==> src/rtl/vga_pkg.sv <==
// Shared VGA timing presets, timing struct types and width helpers for the
// scan engine and its testbench.
package vga_pkg;

  typedef struct packed {
    int area;
    int fp;
    int sync;
    int bp;
  } vga_axis_t;

  typedef struct packed {
    vga_axis_t h;
    vga_axis_t v;
  } vga_timing_t;

  localparam vga_timing_t VGA_640X480 = '{
    h: '{area: 32'd640, fp: 32'd16, sync: 32'd96,  bp: 32'd48},
    v: '{area: 32'd480, fp: 32'd10, sync: 32'd2,   bp: 32'd33}
  };

  localparam vga_timing_t VGA_800X600 = '{
    h: '{area: 32'd800, fp: 32'd40, sync: 32'd128, bp: 32'd88},
    v: '{area: 32'd600, fp: 32'd1,  sync: 32'd4,   bp: 32'd23}
  };

  function automatic int axis_total(input int area, input int fp, input int sync, input int bp);
    return area + fp + sync + bp;
  endfunction

  // Never returns 0 so degenerate configurations still yield legal vectors.
  function automatic int width_of(input int n);
    return (n > 32'd1) ? $clog2(n) : 32'd1;
  endfunction

  function automatic int addr_width(input int h_area, input int v_area, input int scale_log2);
    return width_of((h_area >> scale_log2) * (v_area >> scale_log2));
  endfunction

endpackage

==> src/rtl/vga_delay_line.sv <==
// Clock-enabled shift register with asynchronous clear, used to align the
// timing flags with the frame-buffer read latency.
module vga_delay_line #(
  parameter int DEPTH = 1,
  parameter int WIDTH = 1
) (
  input  logic             clk,
  input  logic             rst_n,
  input  logic             en,
  input  logic [WIDTH-1:0] din,
  output logic [WIDTH-1:0] dout
);

  logic [WIDTH-1:0] stage_q [DEPTH];
  logic [WIDTH-1:0] stage_d [DEPTH];

  // Shift one place per enabled cycle, otherwise hold.
  always_comb begin
    for (int i = 0; i < DEPTH; i++) begin
      stage_d[i] = stage_q[i];
    end
    if (en) begin
      stage_d[0] = din;
      for (int i = 1; i < DEPTH; i++) begin
        stage_d[i] = stage_q[i-1];
      end
    end else begin
      for (int i = 0; i < DEPTH; i++) begin
        stage_d[i] = stage_q[i];
      end
    end
  end

  always_ff @(posedge clk or negedge rst_n) begin
    if (!rst_n) begin
      for (int i = 0; i < DEPTH; i++) begin
        stage_q[i] <= '0;
      end
    end else begin
      stage_q <= stage_d;
    end
  end

  assign dout = stage_q[DEPTH-1];

endmodule

==> src/rtl/vga_scan_engine.sv <==
// VGA raster scan engine: position counters, scaled frame-buffer addressing,
// and sync/blank/pixel outputs aligned to the buffer read latency.
module vga_scan_engine
  import vga_pkg::*;
#(
  parameter int H_AREA     = 800,
  parameter int H_FP       = 40,
  parameter int H_SYNC     = 128,
  parameter int H_BP       = 88,
  parameter int V_AREA     = 600,
  parameter int V_FP       = 1,
  parameter int V_SYNC     = 4,
  parameter int V_BP       = 23,
  parameter bit HS_POL     = 1'b1,
  parameter bit VS_POL     = 1'b1,
  parameter int SCALE_LOG2 = 2,
  parameter int PIPE_LAT   = 1,
  parameter int PIX_W      = 1,
  parameter int FC_W       = 8
) (
  input  logic                                                  CLK_40,
  input  logic                                                  reset_n,
  input  logic                                                  clk_en,
  input  logic [PIX_W-1:0]                                      pixel_in,
  output logic [addr_width(H_AREA, V_AREA, SCALE_LOG2)-1:0]     rd_addr,
  output logic                                                  rd_en,
  output logic                                                  hsync,
  output logic                                                  vsync,
  output logic                                                  blank_n,
  output logic [PIX_W-1:0]                                      pixel_out,
  output logic                                                  line_start,
  output logic                                                  frame_start,
  output logic [FC_W-1:0]                                       frame_count
);

  localparam int S       = 1 << SCALE_LOG2;
  localparam int HT      = axis_total(H_AREA, H_FP, H_SYNC, H_BP);
  localparam int VT      = axis_total(V_AREA, V_FP, V_SYNC, V_BP);
  localparam int X_W     = width_of(HT);
  localparam int Y_W     = width_of(VT);
  localparam int ADDR_W  = addr_width(H_AREA, V_AREA, SCALE_LOG2);
  localparam int H_WORDS = H_AREA / S;

  localparam logic [X_W-1:0] X_LAST     = X_W'(HT - 1);
  localparam logic [X_W-1:0] X_ACT_END  = X_W'(H_AREA);
  localparam logic [X_W-1:0] X_LAST_ACT = X_W'(H_AREA - 1);
  localparam logic [X_W-1:0] X_HS_BEG   = X_W'(H_AREA + H_FP);
  localparam logic [X_W-1:0] X_HS_END   = X_W'(H_AREA + H_FP + H_SYNC);
  localparam logic [X_W-1:0] X_MASK     = X_W'(S - 1);
  localparam logic [Y_W-1:0] Y_LAST     = Y_W'(VT - 1);
  localparam logic [Y_W-1:0] Y_ACT_END  = Y_W'(V_AREA);
  localparam logic [Y_W-1:0] Y_LAST_ACT = Y_W'(V_AREA - 1);
  localparam logic [Y_W-1:0] Y_VS_BEG   = Y_W'(V_AREA + V_FP);
  localparam logic [Y_W-1:0] Y_VS_END   = Y_W'(V_AREA + V_FP + V_SYNC);
  localparam logic [Y_W-1:0] Y_MASK     = Y_W'(S - 1);
  localparam logic [ADDR_W-1:0] ROW_STEP = ADDR_W'(H_WORDS);

  if ((H_AREA % S) != 0 || (V_AREA % S) != 0 || PIPE_LAT < 0 || PIPE_LAT > 4 ||
      H_FP == 0 || H_SYNC == 0 || H_BP == 0 || V_FP == 0 || V_SYNC == 0 || V_BP == 0) begin : g_bad_cfg
    $error("vga_scan_engine: illegal timing, scale or latency parameters");
  end

  logic [X_W-1:0]    x_q, x_d;
  logic [Y_W-1:0]    y_q, y_d;
  logic [ADDR_W-1:0] addr_cur_q, addr_cur_d;
  logic [ADDR_W-1:0] row_base_q, row_base_d;
  logic              started_q, started_d;
  logic              rd_en_q, rd_en_d;
  logic [ADDR_W-1:0] rd_addr_q, rd_addr_d;
  logic              line_start_q, line_start_d;
  logic              frame_start_q, frame_start_d;
  logic [FC_W-1:0]   frame_count_q, frame_count_d;
  logic [2:0]        s1_flags_q, s1_flags_d;
  logic [2:0]        dly_flags;
  logic              hsync_q, hsync_d;
  logic              vsync_q, vsync_d;
  logic              blank_n_q, blank_n_d;
  logic [PIX_W-1:0]  pixel_out_q, pixel_out_d;

  logic h_act, v_act, hs_act, vs_act;

  assign h_act  = (x_q < X_ACT_END);
  assign v_act  = (y_q < Y_ACT_END);
  assign hs_act = (x_q >= X_HS_BEG) && (x_q < X_HS_END);
  assign vs_act = (y_q >= Y_VS_BEG) && (y_q < Y_VS_END);

  // addr_cur tracks the word address of the current (x,y) without a multiplier.
  always_comb begin
    x_d        = x_q;
    y_d        = y_q;
    addr_cur_d = addr_cur_q;
    row_base_d = row_base_q;
    if (clk_en) begin
      if (x_q == X_LAST) begin
        x_d = '0;
        if (y_q == Y_LAST) begin
          y_d        = '0;
          addr_cur_d = '0;
          row_base_d = '0;
        end else if ((y_q < Y_LAST_ACT) && ((y_q & Y_MASK) == Y_MASK)) begin
          y_d        = y_q + Y_W'(1);
          row_base_d = row_base_q + ROW_STEP;
          addr_cur_d = row_base_q + ROW_STEP;
        end else begin
          y_d        = y_q + Y_W'(1);
          addr_cur_d = row_base_q;
        end
      end else begin
        x_d = x_q + X_W'(1);
        if (h_act && v_act && (x_q != X_LAST_ACT) && ((x_q & X_MASK) == X_MASK)) begin
          addr_cur_d = addr_cur_q + ADDR_W'(1);
        end else begin
          addr_cur_d = addr_cur_q;
        end
      end
    end else begin
      x_d = x_q;
      y_d = y_q;
    end
  end

  // Stage 1: read request, strobes, frame counter and raw timing flags.
  always_comb begin
    rd_en_d       = rd_en_q;
    rd_addr_d     = rd_addr_q;
    line_start_d  = line_start_q;
    frame_start_d = frame_start_q;
    frame_count_d = frame_count_q;
    s1_flags_d    = s1_flags_q;
    started_d     = started_q;
    if (clk_en) begin
      rd_en_d       = h_act && v_act;
      rd_addr_d     = (h_act && v_act) ? addr_cur_q : rd_addr_q;
      line_start_d  = (x_q == '0);
      frame_start_d = (x_q == '0) && (y_q == '0);
      s1_flags_d    = {h_act && v_act, hs_act, vs_act};
      started_d     = 1'b1;
      // The first frame start after reset has no completed frame behind it.
      if (frame_start_d && started_q) begin
        frame_count_d = frame_count_q + FC_W'(1);
      end else begin
        frame_count_d = frame_count_q;
      end
    end else begin
      rd_en_d = rd_en_q;
    end
  end

  if (PIPE_LAT > 0) begin : g_delay
    vga_delay_line #(
      .DEPTH (PIPE_LAT),
      .WIDTH (3)
    ) u_delay (
      .clk   (CLK_40),
      .rst_n (reset_n),
      .en    (clk_en),
      .din   (s1_flags_q),
      .dout  (dly_flags)
    );
  end else begin : g_no_delay
    assign dly_flags = s1_flags_q;
  end

  // Output stage: polarity, blanking and pixel capture.
  always_comb begin
    hsync_d     = hsync_q;
    vsync_d     = vsync_q;
    blank_n_d   = blank_n_q;
    pixel_out_d = pixel_out_q;
    if (clk_en) begin
      blank_n_d   = dly_flags[2];
      hsync_d     = dly_flags[1] ? HS_POL : ~HS_POL;
      vsync_d     = dly_flags[0] ? VS_POL : ~VS_POL;
      pixel_out_d = dly_flags[2] ? pixel_in : '0;
    end else begin
      blank_n_d = blank_n_q;
    end
  end

  always_ff @(posedge CLK_40 or negedge reset_n) begin
    if (!reset_n) begin
      x_q           <= '0;
      y_q           <= '0;
      addr_cur_q    <= '0;
      row_base_q    <= '0;
      started_q     <= 1'b0;
      rd_en_q       <= 1'b0;
      rd_addr_q     <= '0;
      line_start_q  <= 1'b0;
      frame_start_q <= 1'b0;
      frame_count_q <= '0;
      s1_flags_q    <= '0;
      hsync_q       <= ~HS_POL;
      vsync_q       <= ~VS_POL;
      blank_n_q     <= 1'b0;
      pixel_out_q   <= '0;
    end else begin
      x_q           <= x_d;
      y_q           <= y_d;
      addr_cur_q    <= addr_cur_d;
      row_base_q    <= row_base_d;
      started_q     <= started_d;
      rd_en_q       <= rd_en_d;
      rd_addr_q     <= rd_addr_d;
      line_start_q  <= line_start_d;
      frame_start_q <= frame_start_d;
      frame_count_q <= frame_count_d;
      s1_flags_q    <= s1_flags_d;
      hsync_q       <= hsync_d;
      vsync_q       <= vsync_d;
      blank_n_q     <= blank_n_d;
      pixel_out_q   <= pixel_out_d;
    end
  end

  assign rd_addr     = rd_addr_q;
  assign rd_en       = rd_en_q;
  assign line_start  = line_start_q;
  assign frame_start = frame_start_q;
  assign frame_count = frame_count_q;
  assign hsync       = hsync_q;
  assign vsync       = vsync_q;
  assign blank_n     = blank_n_q;
  assign pixel_out   = pixel_out_q;

endmodule

==> config.mk <==
export PLATFORM = sky130hd
export DESIGN_NAME = vga_scan_engine
export DESIGN_NICKNAME = d
export VERILOG_FILES = /design/src/rtl/vga_pkg.sv /design/src/rtl/vga_delay_line.sv /design/src/rtl/vga_scan_engine.sv
export SDC_FILE = /design/constraint.sdc
export NUM_CORES = 1
export LEC_CHECK = 0
export CAP_MARGIN = 20
export CORE_ASPECT_RATIO = 0.5
export CORE_MARGIN = 1
export CORE_UTILIZATION = 30
export CTS_CLUSTER_SIZE = 28
export DETAILED_ROUTE_END_ITERATION = 10
export SLEW_MARGIN = 30
export SYNTH_ARGS = -nofsm -noshare
export SYNTH_HDL_FRONTEND = slang
export SYNTH_HIERARCHICAL = 1
export SYNTH_SLANG_ARGS = --single-unit
==> constraint.sdc <==
create_clock -name CLK_40 -period 3.15 [get_ports CLK_40]
set_input_delay 0.945 -clock CLK_40 [delete_from_list [all_inputs] [get_ports CLK_40]]
set_output_delay 0.945 -clock CLK_40 [all_outputs]
set_load 0.1 [all_outputs]
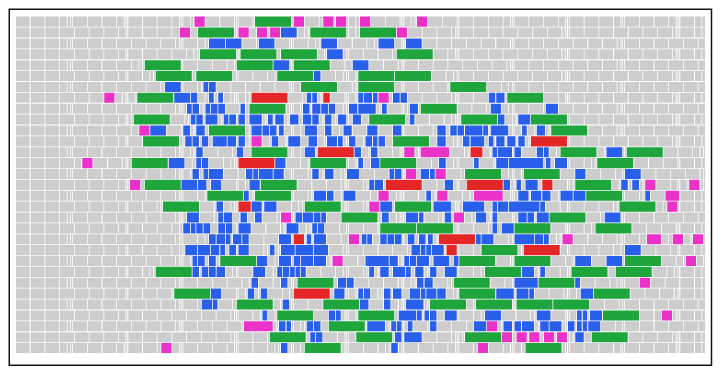
(cell classes on the final placement)
(4 px per um) Fill, decap, tap and diode cells in grey.
clock drivers and dummy loads -> red  # cells 15
remaining buffers and delay cells -> magenta  # cells 49
registers -> green  # cells 87
remaining logic cells -> blue  # cells 347

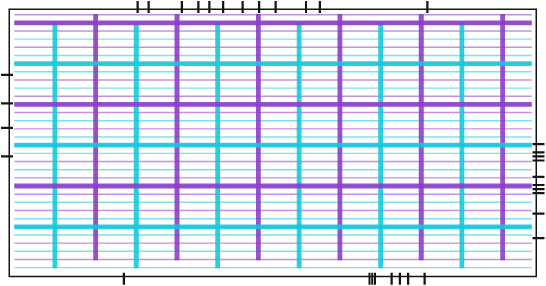
(power grid)
(3 px per um) Pins as bars on the die edge.
VDD -> purple
VSS -> cyan
met4 straps = 12
rows = 31

==> run_results.csv <==
group,metric,value,unit
finish,syn_to_final_growth,19.0,%
synth,synth-area-yosys,4500,sq um
run,stage_log_warnings,30,
cts,ctsRootBufferMaster,"sky130_fd_sc_hd__clkbuf_16",
power_and_ir_drop,p_comb_share,27.3,%
cts,cts_post_setup_buffers_inserted,0,
final_timing,finalMaxSlewViolations,0,
power_and_ir_drop,design_power_total,3.27,mW
power_and_ir_drop,ir_worst_vdd,0.286,mV
synth,synth_simple_gate_area_share,21.0,%
final_timing,period_used_share,83.7,%
power_and_ir_drop,clock_power_share,30.5,%
final_timing,clock.fmax,379,MHz
status,outcome,"finished, final reports clean",
finish,design.seq.count,87,
cts,cts_max_path_buffers,2,
finish,layout.cell_area.non_filler,5350,sq um
final_timing,timing_worst_slew_pin_value,0.593,ns
grt,via_count_of_the_first_global_routing_pass,3369,
finish,layout.nonclk_buf_share,7.67,%
placement,place_hpwl,7340,um
finish,cell_kind_with_the_greatest_summed_area,"multi-input combinational cells",
route,route.detailed.vias_per_inst,5.04,
worst_setup_path,crit_slowest_cell,"sky130_fd_sc_hd__or4b_2",
synth,synth-seq-area-share,48.4,%
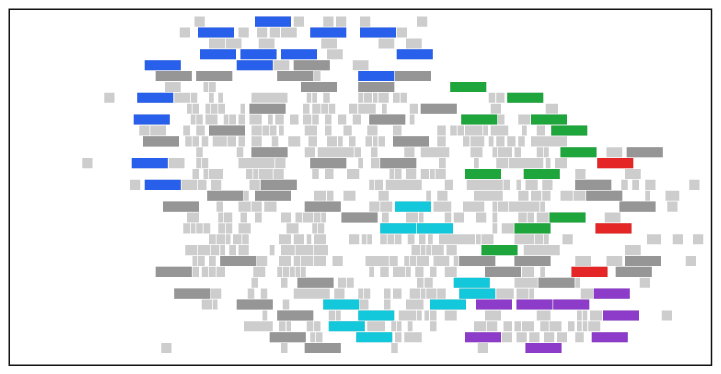
(sequential cells grouped by signal name)
(4 px per um) Other sequential cells in the stronger grey, the rest of the logic in the fainter grey.
`frame_count` -> purple  # sequential cells 8, where lower right
`g_delay.u_delay/dout` -> red  # sequential cells 3
`rd_addr` -> blue  # sequential cells 15
`y_q` -> cyan  # sequential cells 10, where bottom centre
`x_q` -> green  # sequential cells 11

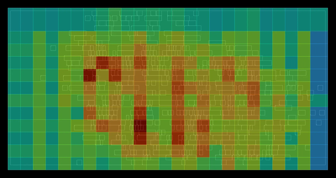
(congestion heat map)
met2 track demand over resource in global routing: 22.1%
Post-Route Utilization: 36.8%
global route hottest layer: met2

-- flip-flops by register name, indices dropped and copies added (netlist names) --
name and count:
vsync 1, pixel_out 1, frame_count 8, rd_addr 15
g_delay.u_delay/dout 3, line_start 1, started_q 1, addr_cur_q 15
row_base_q 15, y_q 10, frame_start 1, hsync 1
blank_n 1, s1_flags_q 2, x_q 11, rd_en 1
-- worst paths after layout --
check                                                 from                    endpoint  slack, ns
min in group CLK_40             frame_count[7]$_DFFE_PN0P_  frame_count[7]$_DFFE_PN0P_       0.48
worst max register to register          x_q[1]$_DFFE_PN0P_  addr_cur_q[11]$_DFFE_PN0P_       0.54
worst max-delay path                                clk_en  addr_cur_q[11]$_DFFE_PN0P_       0.51
worst min register to register  frame_count[7]$_DFFE_PN0P_  frame_count[7]$_DFFE_PN0P_       0.48
max in group asynchronous                          reset_n  row_base_q[14]$_DFFE_PN0P_       2.03
worst min-delay path                               reset_n  addr_cur_q[13]$_DFFE_PN0P_       0.47
-- worst max-delay path, delay by kind of cell --
kind | cells | cell delay, ns
buf+inv | 3 | 0.91
simple gates | 3 | 0.92
compound gates | 1 | 0.11
-- power by group through the flow --
stage	registers [mW]	clock network (mW)	logic, mW
final	1.38	0.997	0.893
after global routing	1.40	1.07	0.951
after CTS	1.38	1.02	0.898
after detailed placement	1.40	0	0.896
after global placement	1.40	0	0.890
after floorplan	1.78	0	0.271
-- cells in the mapped netlist, drive strengths merged, types with 4 or more instances --
master and instances:
nor2 31, nor3 13, nand4 13, inv 10, nand3 35, nor2b 4, nand2 44, and2 4
dfrtp 87, nor4 4, clkbuf 14, xor2 17, xnor2 13, buf 4, o21ai 39, o31ai 8
a21oi 19, a31oi 4, ha 9, nand2b 6, mux2 22, and3 9
No activity file was given, so power comes from the tool's default toggle rates.
